<file path="config.mk">
export PLATFORM = sky130hd
export DESIGN_NAME = disto_sched
export DESIGN_NICKNAME = d
export VERILOG_FILES = /design/src/rtl/disto_sched.sv
export SDC_FILE = /design/constraint.sdc
export NUM_CORES = 1
export LEC_CHECK = 0
export CAP_MARGIN = 20
export CORE_AREA = 2 2 343 345
export DETAILED_ROUTE_END_ITERATION = 16
export DIE_AREA = 0 0 345 347
export HOLD_SLACK_MARGIN = 0.03
export PLACE_DENSITY_LB_ADDON = 0.25
export SYNTH_ARGS = -nofsm -noshare
export SYNTH_HDL_FRONTEND = slang
export SYNTH_SLANG_ARGS = --single-unit
</file>
<file path="constraint.sdc">
create_clock -name clk -period 9.2 [get_ports clk]
set_input_delay 2.3 -clock clk [delete_from_list [all_inputs] [get_ports clk]]
set_output_delay 2.3 -clock clk [all_outputs]
set_load 0.02 [all_outputs]
</file>
<file path="src/rtl/disto_sched.sv">
// Sequences src/rec 4x4 block fetches through one shared TTransform and turns
// each returned sum pair into |rec - src| >> 5, plus a running macroblock total.
module disto_sched #(
  parameter int NUM_BLK = 16,
  parameter int TT_LAT  = 3
) (
  input  logic         clk,
  input  logic         rst_n,
  input  logic         start,
  input  logic [255:0] w,
  output logic         busy,
  output logic         blk_req,
  output logic [3:0]   blk_idx,
  output logic         blk_sel,
  input  logic         blk_valid,
  input  logic [127:0] blk_data,
  output logic [127:0] tt_in,
  output logic [255:0] tt_w,
  input  logic [31:0]  tt_sum,
  output logic         res_valid,
  output logic [3:0]   res_idx,
  output logic [31:0]  res_disto,
  output logic         done,
  output logic [31:0]  disto_total
);

  typedef enum logic [1:0] {S_IDLE, S_FETCH, S_DRAIN, S_DONE} state_t;
  typedef struct packed {
    logic [3:0] idx;
    logic       sel;
  } tag_t;

  localparam logic [4:0] LAST_REQ = 5'(2*NUM_BLK-1);
  localparam logic [3:0] LAST_IDX = 4'(NUM_BLK-1);

  state_t            state;
  logic [4:0]        req_cnt;
  logic [TT_LAT:0]   vld_pipe;
  tag_t [TT_LAT:0]   tag_pipe;
  logic [31:0]       src_hold;
  logic              accept, cap;
  tag_t              cap_tag;
  logic signed [32:0] diff;
  logic [32:0]       mag;
  logic [31:0]       d;

  // req_cnt walks {idx, sel}, so src/rec of one block are fetched back-to-back
  assign blk_idx = req_cnt[4:1];
  assign blk_sel = req_cnt[0];
  assign accept  = blk_req & blk_valid;
  assign cap     = vld_pipe[TT_LAT];
  assign cap_tag = tag_pipe[TT_LAT];

  // 33-bit signed difference so full-range sums cannot wrap before the abs
  always_comb begin
    diff = $signed({tt_sum[31], tt_sum}) - $signed({src_hold[31], src_hold});
    mag  = diff[32] ? 33'(-diff) : 33'(diff);
    d    = 32'(mag >> 5);
  end

  always_ff @(posedge clk) begin
    if (rst_n) begin
      state       <= S_IDLE;
      req_cnt     <= '0;
      vld_pipe    <= '0;
      tag_pipe    <= '0;
      src_hold    <= '0;
      busy        <= 1'b0;
      blk_req     <= 1'b0;
      tt_in       <= '0;
      tt_w        <= '0;
      res_valid   <= 1'b0;
      res_idx     <= '0;
      res_disto   <= '0;
      done        <= 1'b0;
      disto_total <= '0;
    end else begin
      res_valid <= 1'b0;
      done      <= 1'b0;
      vld_pipe  <= {vld_pipe[TT_LAT-1:0], accept};
      tag_pipe  <= {tag_pipe[TT_LAT-1:0], tag_t'(req_cnt)};
      if (accept) tt_in <= blk_data;

      if (cap) begin
        if (!cap_tag.sel) begin
          src_hold <= tt_sum;
        end else begin
          res_valid   <= 1'b1;
          res_idx     <= cap_tag.idx;
          res_disto   <= d;
          disto_total <= disto_total + d;
        end
      end

      case (state)
        S_IDLE: if (start) begin
          tt_w        <= w;
          disto_total <= '0;
          req_cnt     <= '0;
          busy        <= 1'b1;
          blk_req     <= 1'b1;
          state       <= S_FETCH;
        end
        S_FETCH: if (accept) begin
          if (req_cnt == LAST_REQ) begin
            blk_req <= 1'b0;
            state   <= S_DRAIN;
          end else begin
            req_cnt <= req_cnt + 5'd1;
          end
        end
        // the last rec tag is the youngest in flight, so its retirement empties the pipe
        S_DRAIN: if (cap && cap_tag.sel && cap_tag.idx == LAST_IDX) begin
          done  <= 1'b1;
          state <= S_DONE;
        end
        S_DONE: begin
          busy  <= 1'b0;
          state <= S_IDLE;
        end
        default: state <= S_IDLE;
      endcase
    end
  end

endmodule

</file>
==> run summary <==
impl run done, here's what came out: outcome finished, final reports clean, Logic area 10900 sq um, layout net count 4086, fmax 0.125 GHz, CTS Buf Count 69, xor/xnor share 0.0249, AO/OA Area Share 0.187, Worst Skew 27.2 ps, Pwr per Cell Area 225 nW/um^2, largest fanout on the critical path 21, min cycle time layout 7980 ps, Final Hold Vio Count 0, measured slew at the worst slew-check pin 1010 ps, routed via count 22400, io pins 881, simple share 0.232, maxcap violations 0, Setup crit end disto_total[25], DRT Pass-1 Iters 7, CTS Hold Bufs 0, post-CTS sizing 0, FF+latch area 10300 sq um, Synth Seq Share 0.465, Core ar. 116000 sq um, comb area leader simple AND/OR/NAND/NOR gates, Reg2Reg Depth 24, Log Warnings 38, flip-flops with a built-in enable 0, postcts setup bufs 0, final setup violation count 0, GRT Util Overall 0.183, Commonest Layout Cell nand2_1, routability congestion estimate from global placement 0.881, total power 0.00776 W, Slew Viols, Final 0, initial antenna violation count 39, Routed Antenna Nets 0, post-synth top area cell dfxtp_1, row count 125, Post-synth top flop dfxtp_1, asr flop ratio synth 0, CP Data Arrival Time 8470 ps, root buf cell clkbuf_16, htree depth 3, most numerous logic cells after layout 934 x nand2_1, 875 x clkdlybuf4s50_1, 515 x dfxtp_1, 489 x a21oi_1, 70 x clkbuf_16, sum of negative setup slack 0 ps, slew margin rel. 0.327, DRC Markers 0, r2r setup slk 3090 ps, total congestion overflow 0, vias per inst 4.33, Synth Area per Inst 7.89 sq um, Clock Latency Late Sink 620 ps, Port Buffers 876, reg-to-reg critical path endpoint disto_total[25], MUX area fraction 0.00407, critical path required time 9690 ps, Worst Setup End Kind flop, Fillers 12400, ys cells 2808, chip width 345 um, hpwl dp 87700 um, Routed WL per cell 22.1 um, fraction of layout cells with a size suffix above 1 0.0499, RSZ-0062 raised after global routing no, clock slew at reported path FFs 60 ps, vias in the first global route 21900, startpoint types input port, iteration-0 DRC count of the detailed router 1287, Die Size 120000 sq um
[metal layers]
layer  part of all wire  global-route usage
met5            0.00079                   0
met1               0.41               0.213
met2               0.49               0.317
met3              0.077              0.0634
met4              0.023              0.0537
[cell families (layout without fill, tap and decap cells)]
group	after synthesis	in the layout
xor gates and xnor gates	62	62
other	1	18
buffers and inverters	232	1065
DFF	515	515
adders and majority gates	71	71
AOI/OAI and AO/OA	707	707
and+or+nand+nor	1211	1211
muxes	9	9
[flip-flops by register name (all words and copies together), names as in the netlist, 2 cells and up]
| name | cells |
|---|---|
| tt_w | 256 |
| cap_tag | 5 |
| res_disto | 28 |
| res_idx | 4 |
| src_hold | 32 |
| tag_pipe | 15 |
| tt_in | 128 |
| state | 2 |
| disto_total | 32 |
| vld_pipe | 4 |
| req_cnt | 5 |
[worst min-delay path by stage]
stage	from	to	cells after the start
floorplan	tag_pipe[10]	cap_tag[0]	1
global placement	vld_pipe[0]	vld_pipe[1]	1
detailed placement	vld_pipe[0]	vld_pipe[1]	1
CTS	vld_pipe[0]	vld_pipe[1]	1
global route	vld_pipe[0]	vld_pipe[1]	1
finish	vld_pipe[0]	vld_pipe[1]	1
[cell type report]
type,instances,area share
Clock buffer,96,0.0565
Timing Repair Buffer,901,0.260
Tap cell,1524,0.0552
Sequential cell,515,0.299
Multi-Input combinational cell,2064,0.315
Clock inverter,24,0.00888
Inverter,44,0.00478
Antenna cell,14,0.00101
[power by group]
group          total, W  leakage, nW  internal (W)  switching, W
clock           0.00273         1.10       0.00161       0.00112
combinational   0.00238         7.07      0.000903       0.00148
sequential      0.00265         4.19       0.00250      0.000148
total           0.00776         12.4       0.00501       0.00275
[synthesized netlist by cell type, types with 5 or more instances]
master    count
ha_1         69
a21o_1       28
o211a_1      18
or4_1         6
buf_2         9
inv_1        44
xor2_1       20
a31oi_1       9
nor2_1       67
o31ai_1       5
nor3_1       31
o21a_1       14
and2_1       10
o211ai_1      9
xnor2_1      41
dfxtp_1     515
buf_6         8
buf_4         5
nor2b_1      29
nand3_1      26
and3_1       11
buf_1        16
nand2_1     937
nand2b_1     26
mux2i_1       9
clkbuf_1    147
or3_1        14
a21oi_1     489
a211oi_1     13
o21ai_0      54
nor4_1       10
nand4_1      14
[stage by stage]
stage / hold slack [ps] / setup slack [ps] / instances / utilization / instance area [sq um]
after CTS: 435 / 1230 / 5168 / 0.298 / 34500
after floorplan: 414 / 1800 / 2811 / - / 22200
after global routing: 445 / 720 / 5180 / 0.298 / 34500
after global placement: 418 / 647 / 5048 / 0.279 / 32200
final: 432 / 1220 / 5182 / 0.298 / 34500
after detailed placement: 420 / 568 / 5048 / 0.279 / 32200
[critical path: stages]
cell and delay, ps:
clkdlybuf4s50_1 440, inv_1 70, ha_1 160, inv_1 50, fa_1 420, a21oi_1 260, o21ai_1 140, a22oi_1 310
a21oi_2 160, a2111oi_0 400, buf_4 170, nor3_1 90, a31oi_2 300, buf_4 290, o21ai_0 140, xnor2_1 240
ha_1 320, a211o_1 310, a211oi_1 390, o31a_1 280, o211a_1 230, nor3_1 90, o21ai_0 300, nor2b_1 190
nor4_1 60, a311o_1 340
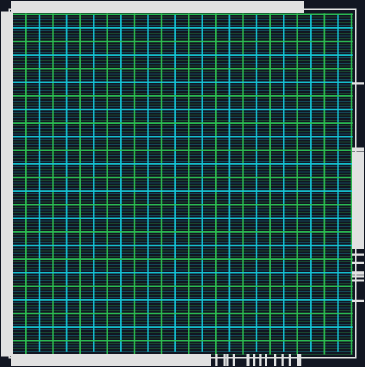
Fig. 1. Power grid.
Scale: 1 px per um. Pins as bars on the die edge.
cyan -> VDD
green -> VSS
rows = 125
met1 rails = 126
signal pins = 881
met4 straps = 25

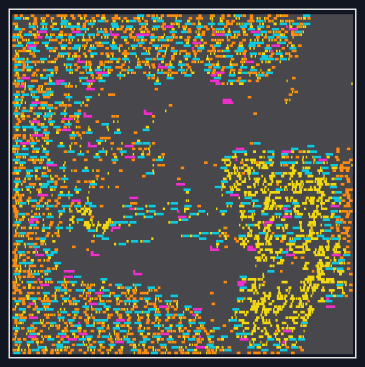
Fig. 2. Cells colored by class.
Scale: 1 px per um. Fill, decap, tap and diode cells in gray.
orange -> remaining buffers and delay cells  # cells 901
cyan -> registers  # cells 515
magenta -> clock drivers and dummy loads  # cells 120
yellow -> remaining logic cells  # cells 2108

Power is estimated from default activity; no workload was simulated.
